`src/rtl/udp_writer_if.sv`:
```
// udp_writer_if: application/engine-facing signals of udp_writer
interface udp_writer_if #(
  parameter int CAPACITY = 6
);
  logic                  send;
  logic [CAPACITY*8-1:0] i_data;
  logic                  trig;
  logic                  read_en;
  logic [7:0]            o_data;
  logic [15:0]           data_len;
  logic                  busy;
  logic                  done;
  logic                  error;
  modport master (
    output send, i_data, read_en,
    input  trig, o_data, data_len, busy, done, error
  );
  modport slave (
    input  send, i_data, read_en,
    output trig, o_data, data_len, busy, done, error
  );
endinterface

```
`src/rtl/udp_writer.sv`:
```
// udp_writer: snapshots a CAPACITY-byte payload and streams it MSB-first into udp_packet's TX path
module udp_writer #(
  parameter int CAPACITY = 6,
  parameter int TIMEOUT  = 1_000_000
) (
  input logic         clk,
  input logic         rstn,
  udp_writer_if.slave bus
);
  localparam int PW = $clog2(CAPACITY + 1);
  localparam int CW = $clog2(TIMEOUT + 1);
  typedef enum logic [1:0] {IDLE, REQ, SEND} state_t;
  state_t                state, state_n;
  logic [PW-1:0]         ptr;
  logic [CW-1:0]         ctr;
  logic [CAPACITY*8-1:0] shadow;
  logic [7:0]            cur;
  logic                  idle, accept, rd, last, tmo;
  logic                  trig_n, busy_n, done_n, err_n;
  assign idle          = state == IDLE;
  assign accept        = idle && bus.send;
  assign rd            = bus.read_en && !idle;
  assign last          = ptr == PW'(CAPACITY - 1);
  // a read in the same cycle as the timeout wins, so tmo requires !read_en
  assign tmo           = state == REQ && !bus.read_en && ctr == CW'(TIMEOUT - 1);
  assign bus.data_len  = 16'(CAPACITY);
  always_comb begin
    cur = '0;
    for (int k = 0; k < CAPACITY; k++)
      if (ptr == PW'(k)) cur = shadow[(CAPACITY-k)*8-1 -: 8];
  end
  always_ff @(posedge clk or negedge rstn)
    if (!rstn) begin
      state     <= IDLE;
      bus.trig  <= 1'b0;
      bus.busy  <= 1'b0;
      bus.done  <= 1'b0;
      bus.error <= 1'b0;
    end else begin
      state     <= state_n;
      bus.trig  <= trig_n;
      bus.busy  <= busy_n;
      bus.done  <= done_n;
      bus.error <= err_n;
    end
  always_comb
    state_n = idle ? (bus.send ? REQ : IDLE) :
              rd   ? (last ? IDLE : SEND)    :
              tmo  ? IDLE : state;
  always_comb begin
    trig_n = state_n == REQ;
    busy_n = state_n != IDLE;
    done_n = rd && last;
    err_n  = (idle ? bus.read_en : bus.send) || tmo;
  end
  always_ff @(posedge clk or negedge rstn)
    if (!rstn) begin
      shadow     <= '0;
      ptr        <= '0;
      ctr        <= '0;
      bus.o_data <= 8'h00;
    end else begin
      if (accept) begin
        shadow <= bus.i_data;
        ptr    <= '0;
        ctr    <= '0;
      end else if (state == REQ) begin
        ctr <= ctr + CW'(1);
      end
      if (idle && bus.read_en) begin
        bus.o_data <= 8'h00;
      end else if (rd) begin
        bus.o_data <= cur;
        ptr        <= ptr + PW'(1);
      end
    end
endmodule

```
`src/flat_wrapper.sv`:
```
// flat-port wrapper written by rule: the top's interface ports become plain ports
module udp_writer_flat 
#(
  parameter int CAPACITY = 6,
  parameter int TIMEOUT  = 1_000_000
)
  (clk, rstn, bus_send, bus_i_data, bus_read_en, bus_trig, bus_o_data, bus_data_len, bus_busy, bus_done, bus_error);
  udp_writer_if #(.CAPACITY(CAPACITY)) bus_i ();
  input logic clk;
  input logic rstn;
  input wire logic [$bits(bus_i.send)-1:0] bus_send;
  input wire logic [$bits(bus_i.i_data)-1:0] bus_i_data;
  input wire logic [$bits(bus_i.read_en)-1:0] bus_read_en;
  output wire logic [$bits(bus_i.trig)-1:0] bus_trig;
  output wire logic [$bits(bus_i.o_data)-1:0] bus_o_data;
  output wire logic [$bits(bus_i.data_len)-1:0] bus_data_len;
  output wire logic [$bits(bus_i.busy)-1:0] bus_busy;
  output wire logic [$bits(bus_i.done)-1:0] bus_done;
  output wire logic [$bits(bus_i.error)-1:0] bus_error;
  assign bus_i.send = bus_send;
  assign bus_i.i_data = bus_i_data;
  assign bus_i.read_en = bus_read_en;
  assign bus_trig = bus_i.trig;
  assign bus_o_data = bus_i.o_data;
  assign bus_data_len = bus_i.data_len;
  assign bus_busy = bus_i.busy;
  assign bus_done = bus_i.done;
  assign bus_error = bus_i.error;
  udp_writer #(.CAPACITY(CAPACITY), .TIMEOUT(TIMEOUT)) u_core (.clk(clk), .rstn(rstn), .bus(bus_i));
endmodule
```
`config.mk`:
```
export PLATFORM = sky130hd
export DESIGN_NAME = udp_writer_flat
export DESIGN_NICKNAME = d
export VERILOG_FILES = /design/src/rtl/udp_writer_if.sv /design/src/rtl/udp_writer.sv /design/src/flat_wrapper.sv
export SDC_FILE = /design/constraint.sdc
export NUM_CORES = 1
export LEC_CHECK = 0
export ABC_AREA = 1
export CORE_MARGIN = 2
export CORE_UTILIZATION = 53
export CTS_CLUSTER_DIAMETER = 30
export CTS_CLUSTER_SIZE = 40
export DETAILED_ROUTE_END_ITERATION = 8
export PLACE_DENSITY_LB_ADDON = 0.12
export REMOVE_ABC_BUFFERS = 1
export SKIP_LAST_GASP = 1
export SLEW_MARGIN = 5
export SYNTH_ARGS = -nofsm -noshare
export SYNTH_HDL_FRONTEND = slang
export SYNTH_SLANG_ARGS = --single-unit
export TNS_END_PERCENT = 50
```
`constraint.sdc`:
```
create_clock -name clk -period 2.19 [get_ports clk]
set_input_delay 0.438 -clock clk [delete_from_list [all_inputs] [get_ports clk]]
set_output_delay 0.438 -clock clk [all_outputs]
set_load 0.005 [all_outputs]
```
Figure 1. Signal wires on met1 (run 1).
Scale bar: 20 um. Supply wires on this layer in gray.
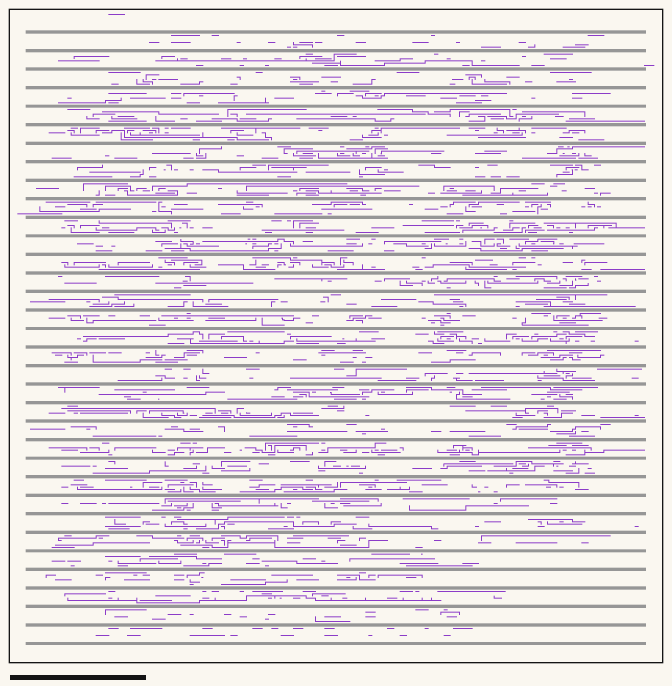
- main direction: horizontal
- longest straight run: 26.2 um
- wire length on this layer: 4,080 um
- share of all routed wire: 44%

Figure 2. The metal 2 layer (run 1).
Cells faint in the background.
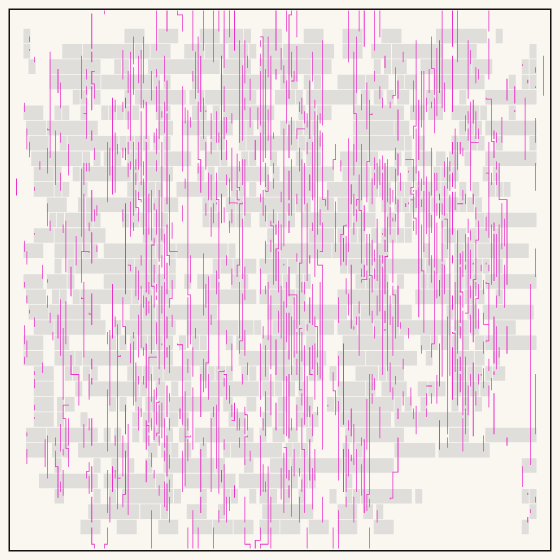
- wire length on this layer: 4,670 um
- nets with wire on the layer: 562
- longest straight run: 32.6 um
- share of all routed wire: 50%
- main direction: vertical

==> results.cfg, run 1 <==
; implementation run metrics
[worst_setup_path]
critical-path-max-stage-delay_ns = 0.41
worstRegToRegCells = 11
path_class = flop to flop
worstPathRequired_ns = 2.43
r2r-end = u_core.bus.o_data[5]
crit_arrival_ns = 2.03
critPathLaunchType = flop
end_kind = flop
startpoint = u_core.ptr[1]
path_cells = inv_1 > ha_1 > inv_1 > nor2_2 > nand2_1 > nand3_1 > nand3_1 > nand3_1 > nand2_1 > nand2_1 > nand2_1

[floorplanning]
design.core.area_sq_um = 8180
die_area_sq_um = 9160
io_pins = 80
initCoreUtil = 0.545

[finish]
top_regs = u_core.shadow (48), u_core.ctr (20), u_core.bus.o_data (8)
mostFrequentLayoutCell = nand2_1
largest_register_ffs = 48
final_layout_top_logic_cells = 245 x nand2_1, 85 x dfrtp_1, 62 x clkdlybuf4s50_1
fin_nets = 714
top_register = u_core.shadow
area_growth_pct = 20.5
stdcell_area_sq_um = 5370

[cts]
cts_sinks = 85
clock_latency_ns = 0.34
cts-root-buf = clkbuf_8
postCtsSetupBuffers = 0
cts_hold_buf = 0
clkTransAtPathRegs_ns = 0.09

[sta]
hold_ws_ns = 0.0266
rsz0062_at_grt = false
fin_skew_ns = 0.00961
setup_tns_ns = 0
post-route-period-util = 0.820
final-hold-violation-count = 0

[route]
vias = 3825
drt_wl_total_mm = 9.24
drt_iter0_drc = 152
drtAntennaViolNets = 0
routedWlPerCell_um = 12.1
drc = 0

[synthesis]
ys.flop_type = dfrtp_1
mux_share = 0.00225
yosys_cells = 592
ys_seq_share = 0.477
aoi_share = 0.0469
synth_warnings = 0
ys_sh_adder = 0.0168
ys_sh_simple = 0.365

[power]
clock_net_power_mw = 1.12
vdd_ir_drop_max_v = 0.000524
power_leader = registers
p_per_area_nw_per_um2 = 1080
pwr-share-seq = 0.443
p_sw_frac = 0.372
power_frac_clock = 0.193
p_comb_frac = 0.364
p_sw_mw = 2.17

[global_routing]
grt_pass1_vias = 3537
antenna_found_initial = 0
grt_use_total = 0.219
grt_max_degree = 60

[flow_run]
warning_count = 28
drv_cap = 0

[worst_hold_path]
worstHoldPathType = input port to async pin

[run_status]
status = complete, no violations
Figure 3. M3 wires (run 1).
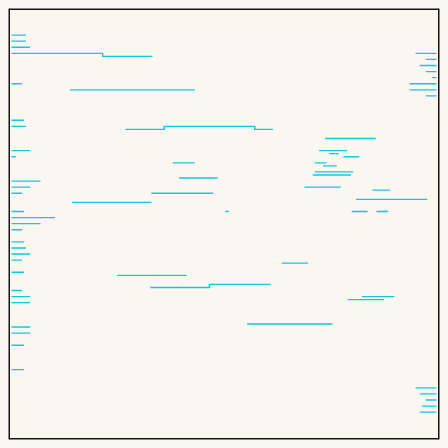
- wire length on this layer: 430 um
- nets with wire on the layer: 62
- longest straight run: 27.6 um
- main direction: horizontal

run 1: final cells by class:
class | instances | area, sq um
clock inverter | 5 | 60.1
fill | 725 | 2810
timing repair buffer | 75 | 756
tap | 105 | 131
clock buffer | 11 | 141
inverter | 46 | 174
sequential | 85 | 2130
multi-input combinational | 439 | 1980
run 1: critical path: cells and delay by family (launching register included):
| family | cells | cell delay (ns) |
|---|---|---|
| buf+inv | 2 | 0.19 |
| flops | 1 | 0.41 |
| simple gates | 8 | 0.82 |
| fa+ha+maj | 1 | 0.28 |
run 1: stage by stage:
step,util,cells,setup WS (ns)
6_report,0.657,766,0.395
5_1_grt,0.657,766,0.155
4_1_cts,0.657,766,0.416
3_5_place_dp,0.632,750,0.259
3_3_place_gp,0.632,750,0.313
2_1_floorplan,-,570,-0.189
run 1: metal layers:
| layer | GRT usage | up-vias | share of wire |
|---|---|---|---|
| met2 | 0.383 | 97 | 0.50 |
| met4 | 0.0357 | 0 | 0.0070 |
| met5 | 0 | - | 0 |
| met3 | 0.0384 | 5 | 0.046 |
| li1 | - | 1942 | - |
| met1 | 0.291 | 1781 | 0.44 |
run 1: cell usage after synthesis, types with 4 or more instances:
cell type | instances | area, sq um
nand2_2 | 4 | 25.0
nor2_1 | 46 | 173
dfrtp_1 | 85 | 2130
ha_1 | 6 | 75.1
buf_2 | 13 | 65.1
nand3_1 | 52 | 260
o21ai_0 | 22 | 110
nand4_1 | 4 | 25.0
inv_1 | 41 | 154
nand2_1 | 245 | 920
or2_2 | 8 | 50.1
nor3_1 | 4 | 20.0
nor2_4 | 6 | 67.6
a21oi_1 | 7 | 35.0
buf_4 | 18 | 135
==> run 2, diff against run 1 <==
--- a/config.mk
+++ b/config.mk
@@ -7,7 +7,7 @@
 export LEC_CHECK = 0
 export ABC_AREA = 1
 export CORE_MARGIN = 2
-export CORE_UTILIZATION = 53
+export CORE_UTILIZATION = 48
 export CTS_CLUSTER_DIAMETER = 30
 export CTS_CLUSTER_SIZE = 40
 export DETAILED_ROUTE_END_ITERATION = 8
==> constraint.sdc (replaced) <==
create_clock -name clk -period 1.6 [get_ports clk]
set_input_delay 0.32 -clock clk [delete_from_list [all_inputs] [get_ports clk]]
set_output_delay 0.32 -clock clk [all_outputs]
set_load 0.005 [all_outputs]
Figure 4. The metal 4 layer (run 2).
Scale bar: 20 um. Supply wires on this layer in gray.
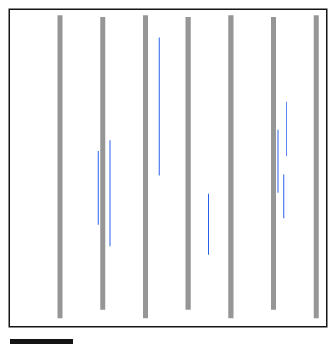
- main direction: vertical
- longest straight run: 43.5 um

==> results.cfg, run 2 <==
; implementation run metrics
[sta]
setup_tns_ns = 0
drv_slew = 0
rsz0062_at_grt = true
fin_skew_ns = 0.0155
finalWorstSetupSlack_ns = 0.0268
period_needed_ns = 1.57
max_freq_ghz = 0.636
final-hold-violation-count = 0
hold_ws_ns = 0.447
finalSetupViolCount = 0
post-route-period-util = 0.983

[synthesis]
yosysChipArea_sq_um = 4460
top_area_cell = dfrtp_1
async_reset_ff_frac = 1.00
yosys_cells = 592
synth.distinct_cells = 35
syn_area_per_cell_sq_um = 7.53
ys_seq_share = 0.477
yosys-top-cells-count = 245 x nand2_1, 85 x dfrtp_1, 52 x nand3_1
synth_warnings = 0
synth.most_common_cell = nand2_1
postSynthCellCount = 592
ys.flop_type = dfrtp_1
numSynthFlops = 85
yosys.area.top_type_share = 0.477
synth-edff-count = 0
yosys-top-cells-area = dfrtp_1 48%, nand2_1 21%, nand3_1 5.8%, nor2_1 3.9%, inv_1 3.5%
syn_area_sq_um = 4460

[power]
p_sw_frac = 0.374
power_mw = 8.94
vdd_ir_drop_max_v = 0.000713
pwr-share-seq = 0.398
p_int_mw = 5.59
p_per_area_nw_per_um2 = 1540
power_frac_clock = 0.181
power_leakage_nw = 2.85
p_comb_frac = 0.421
p_sw_mw = 3.35

[cts]
clk_path_buf_depth = 2
cts_buffers = 9
cts_tree = built
cts-root-buf = clkbuf_8
clkTransAtPathRegs_ns = 0.09
clock_latency_ns = 0.35
cts_htree_levels = 3
cts_sinks = 85

[route]
firstDrtPassIters = 4
drt_wl_total_mm = 10.3
routedWlPerCell_um = 12.9
wl_met2_mm = 5.21
drtAntennaViolNets = 0
drt_iter0_drc = 175
vias = 3858
route.met3.wl_um = 345
drc = 0
highest_layer = met4
avgViaCountPerCell = 4.87
wl_met1_mm = 4.53

[finish]
final.clkbuf_count = 9
top_regs = u_core.shadow (48), u_core.ctr (20), u_core.bus.o_data (8)
nFlopsAndLatches = 85
fin_nets = 736
fin_cells = 792
stdcell_area_sq_um = 5790
non_clock_inverter_count = 46
fillCellCount = 810
final_layout_top_logic_cells = 237 x nand2_1, 84 x dfrtp_1, 62 x clkdlybuf4s50_1
top_register = u_core.shadow
seq-cell-share = 0.367
area_growth_pct = 29.9
sh_comb_area = 0.374
antenna_cells = 0
mostFrequentLayoutCell = nand2_1
multiInputGateArea_sq_um = 2170
largest_register_ffs = 48
num-multi-input-gates = 439
clk_share = 0.0348
drive_gt1_frac = 0.170
n_all_buffers = 97
largest_class = logic gates
buf_share = 0.170
ff_latch_area_sq_um = 2130

[floorplanning]
tap_cells = 111
initCoreUtil = 0.489
fp-row-count = 35
die_y_um = 100
io_pins = 80
die_area_sq_um = 10100
design.core.area_sq_um = 9110
die_w_um = 100

[global_routing]
grt_pass1_vias = 3689
overflow = 0
grt_max_degree = 45
grt_pass1_wl_mm = 16.8
met2_usage = 0.359
grt_use_met3 = 0.0313
grt_use_total = 0.211
antenna_found_initial = 0

[place]
placed_cells = 772
place.gp.congestion = 0.914
hpwl_mm = 7.36
port_buffers = 63
pre_cts_ws_ns = -0.0795
placed_area_sq_um = 5330

[worst_setup_path]
r2r-start = u_core.ptr[0]
r2r-end = u_core.bus.o_data[1]
worstPathMaxFanout = 8
path_class = flop to flop
crit_end = u_core.bus.o_data[1]
critPathLaunchType = flop
end_kind = flop
worstPathRequired_ns = 1.85
worstRegToRegCells = 9
startpoint = u_core.ptr[0]
crit_arrival_ns = 1.82
r2r_slack_ns = 0.03

[flow_run]
drv_cap = 0
warning_count = 29

[worst_hold_path]
worstHoldPathType = input port to async pin

[run_status]
status = complete, no violations
Figure 5. Routing congestion map (run 2).
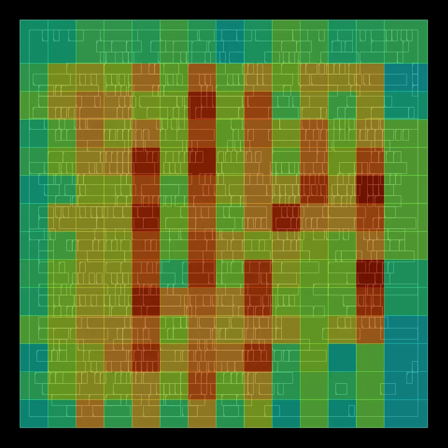
Top Usage Layer GRT: met2
fin util: 0.636
Global Route met1 Usage: 0.273

run 2: netlist changes by cell type in the layout (fill, tap and decap cells not counted), moves of 3 or more:
cell        delta
inv_2          +5
ha_1           -5
nand2_1        -8
nand2_2        +6
clkinvlp_4     -3
nand3_2       +18
ha_4           +5
buf_4         +16
inv_1          -5
nand3_1       -18
buf_12         +3
run 2: worst max-delay path, stage by stage (launching register included):
cell     delay [ns]
dfrtp_2        0.45
ha_4           0.17
ha_4           0.13
inv_2          0.06
buf_12         0.13
or2_2          0.28
nand3_2        0.06
nand2_1        0.06
nand2_1        0.07
nand2_1        0.06
run 2: power by group through the flow:
stage               combinational, mW  clock [mW]  sequential (mW)
floorplan                        1.89           0             3.48
global placement                 3.08           0             3.53
detailed placement               3.18           0             3.57
CTS                              3.24        1.66             3.53
global route                     4.26        1.74             3.66
finish                           3.77        1.62             3.56
run 2: cells by family after synthesis:
| logic type | Yosys count | share of synthesized area |
|---|---|---|
| flip-flops | 85 | 0.477 |
| multiplexers | 1 | 0.00225 |
| AND/OR/NAND/NOR | 378 | 0.365 |
| adder cells (fa/ha/maj) | 6 | 0.0168 |
| buffers and inverters | 82 | 0.0904 |
| AND-OR/OR-AND | 38 | 0.0469 |
| other | 2 | 0.00168 |
run 2: worst min path at each step:
stage	depth (start not counted)	slack, ns	to
final	2	0.45	u_core.shadow[44]
after global routing	2	0.48	u_core.shadow[19]
after CTS	2	0.47	u_core.shadow[43]
after detailed placement	1	0.29	u_core.shadow[46]
after global placement	1	0.28	u_core.shadow[38]
after floorplan	0	0.02	u_core.bus.busy
run 2: repair_timing:
action,CTS,global route
hold buffers,1,0
pin swaps,1,22
setup buffers,1,3
endpoints found under the hold margin,28,0
cloned,0,1
endpoints found under the setup margin,7,12
gates resized,4,43
==> run 3, diff against run 2 <==
--- a/config.mk
+++ b/config.mk
@@ -11,6 +11,7 @@
 export CTS_CLUSTER_DIAMETER = 30
 export CTS_CLUSTER_SIZE = 40
 export DETAILED_ROUTE_END_ITERATION = 8
+export GPL_ROUTABILITY_DRIVEN = 0
 export PLACE_DENSITY_LB_ADDON = 0.12
 export REMOVE_ABC_BUFFERS = 1
 export SKIP_LAST_GASP = 1
Figure 6. The metal 2 layer (run 3).
Cells faint in the background.
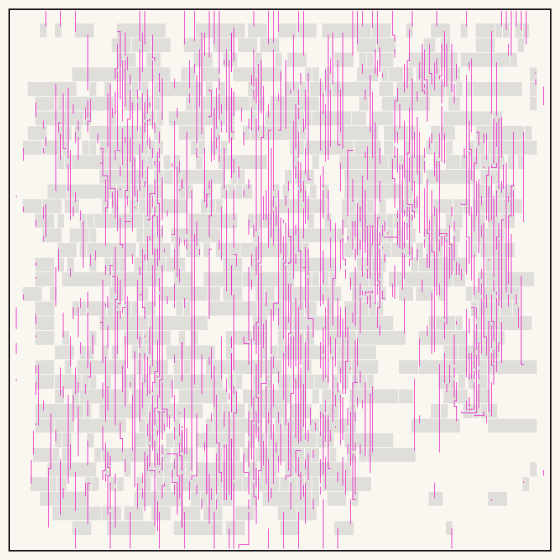
- main direction: vertical
- wire length on this layer: 5,210 um
- nets with wire on the layer: 563
- longest straight run: 52.0 um
- share of all routed wire: 51%

==> results.cfg, run 3 <==
; implementation run metrics
[finish]
stdcell_area_sq_um = 5790
top_regs = u_core.shadow (48), u_core.ctr (20), u_core.bus.o_data (8)
final_layout_top_logic_cells = 237 x nand2_1, 84 x dfrtp_1, 62 x clkdlybuf4s50_1
drive_gt1_frac = 0.170
antenna_cells = 0
top_register = u_core.shadow
mostFrequentLayoutCell = nand2_1
area_growth_pct = 29.9
fin_cells = 792
final_core_util = 0.636
largest_register_ffs = 48
fin_nets = 736

[sta]
finalSetupViolCount = 0
hold_ws_ns = 0.447
max_freq_ghz = 0.636
rsz0062_at_grt = true
finalWorstSetupSlack_ns = 0.0268
post-route-period-util = 0.983
drv_slew = 0
final-hold-violation-count = 0
setup_tns_ns = 0
fin_skew_ns = 0.0155

[worst_setup_path]
worst-path-stages = 9
cp_num_buf_inv = 2
end_kind = flop
crit_arrival_ns = 1.82
path_class = flop to flop
r2r_slack_ns = 0.03
worstRegToRegCells = 9
cp_slowest_cell = dfrtp_2
path_cells = ha_4 > ha_4 > inv_2 > buf_12 > or2_2 > nand3_2 > nand2_1 > nand2_1 > nand2_1
worstPathMaxFanout = 8
critical-path-max-stage-delay_ns = 0.45
critPathLaunchType = flop
worstPathRequired_ns = 1.85
path_delay_family = simple AND/OR/NAND/NOR gates

[cts]
cts_buffers = 9
cts_tree = built
clkTransAtPathRegs_ns = 0.09
cts_htree_levels = 3
clock_latency_ns = 0.35
cts_sinks = 85

[synthesis]
syn_area_sq_um = 4460
async_reset_ff_frac = 1.00
syn_area_per_cell_sq_um = 7.53
synth.distinct_cells = 35
synth.most_common_cell = nand2_1
yosys-top-cells-count = 245 x nand2_1, 85 x dfrtp_1, 52 x nand3_1
yosys_cells = 592
numSynthFlops = 85
synth_warnings = 0
ys_seq_share = 0.477
postSynthCellCount = 592
synth-edff-count = 0
top_area_cell = dfrtp_1
yosys.area.top_type_share = 0.477
ys.flop_type = dfrtp_1

[route]
route.met3.wl_um = 345
wl_met1_mm = 4.53
vias = 3858
wl_met2_mm = 5.21
routedWlPerCell_um = 12.9
avgViaCountPerCell = 4.87
drt_wl_total_mm = 10.3
firstDrtPassIters = 4
drtAntennaViolNets = 0
highest_layer = met4

[global_routing]
antenna_found_initial = 0
grt.busiest_layer = met2
use_met1 = 0.273
grt_use_total = 0.211
met2_usage = 0.359
grt_pass1_vias = 3689
grt_max_degree = 45
overflow = 0
grt_pass1_wl_mm = 16.8
grt_use_met3 = 0.0313

[flow_run]
drv_cap = 0
warning_count = 29

[place]
hpwl_mm = 7.36
port_buffers = 63
placed_area_sq_um = 5330
pre_cts_ws_ns = -0.0795

[power]
p_sw_frac = 0.374
p_int_mw = 5.59
power_leakage_nw = 2.85
p_sw_mw = 3.35
power_mw = 8.94
p_per_area_nw_per_um2 = 1540
vdd_ir_drop_max_v = 0.000713
pwr-share-seq = 0.398
p_comb_frac = 0.421

[floorplanning]
die_area_sq_um = 10100
io_pins = 80
fp-row-count = 35
die_w_um = 100
design.core.area_sq_um = 9110
die_y_um = 100

[worst_hold_path]
worstHoldPathType = input port to async pin

[run_status]
status = complete, no violations
Figure 7. M3 wires (run 3).
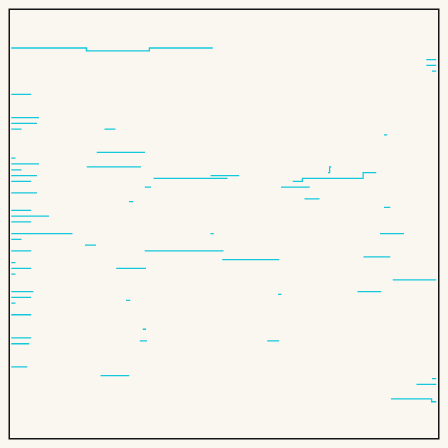
- nets with wire on the layer: 50
- wire length on this layer: 345 um
- main direction: horizontal

-- run 3: repair_timing --
| item | 4_1_cts | 5_1_grt |
|---|---|---|
| endpoints found under the setup margin | 7 | 12 |
| gates cloned | 0 | 1 |
| resized | 4 | 43 |
| hold buffers | 1 | 0 |
| buffers inserted | 1 | 3 |
| pin swaps | 1 | 22 |
| hold endpoints to repair | 28 | 0 |
-- run 3: worst reg2reg max path, delay by kind of cell (launching register included) --
family,cells,cell delay (ns)
buffers and inverters,2,0.19
AND/OR/NAND/NOR,5,0.53
flip-flops,1,0.45
adder cells (fa/ha/maj),2,0.30
-- run 3: area by class of cell --
type	count	area [sq um]
repair buffers	97	982
well taps	111	139
clock buffers	9	124
multi-input cells	439	2170
flip-flops and latches	85	2130
inverters	46	174
fillers	810	3320
clock inverters	5	77.6
-- run 3: power by group through the flow --
stage | clock network [mW] | logic (mW) | registers (mW)
after floorplan | 0 | 1.89 | 3.48
after global placement | 0 | 3.08 | 3.53
after detailed placement | 0 | 3.18 | 3.57
after CTS | 1.66 | 3.24 | 3.53
after global routing | 1.74 | 4.26 | 3.66
final | 1.62 | 3.77 | 3.56
-- run 3: logic make-up after synthesis --
group | Yosys count | share of synthesized area
fa+ha+maj | 6 | 0.0168
mux | 1 | 0.00225
other cells | 2 | 0.00168
simple gates | 378 | 0.365
flops | 85 | 0.477
buf+inv | 82 | 0.0904
compound gates | 38 | 0.0469
-- run 3: final timing paths --
check	startpoint	endpoint
hold / removal	rstn	u_core.shadow[44]
hold reg to reg	u_core.shadow[19]	u_core.shadow[19]
min in group clk	u_core.shadow[19]	u_core.shadow[19]
max in group asynchronous	rstn	u_core.shadow[31]
setup reg to reg	u_core.ptr[0]	u_core.bus.o_data[1]
setup / recovery	u_core.ptr[0]	u_core.bus.o_data[1]
Power and IR drop assume default switching activity.
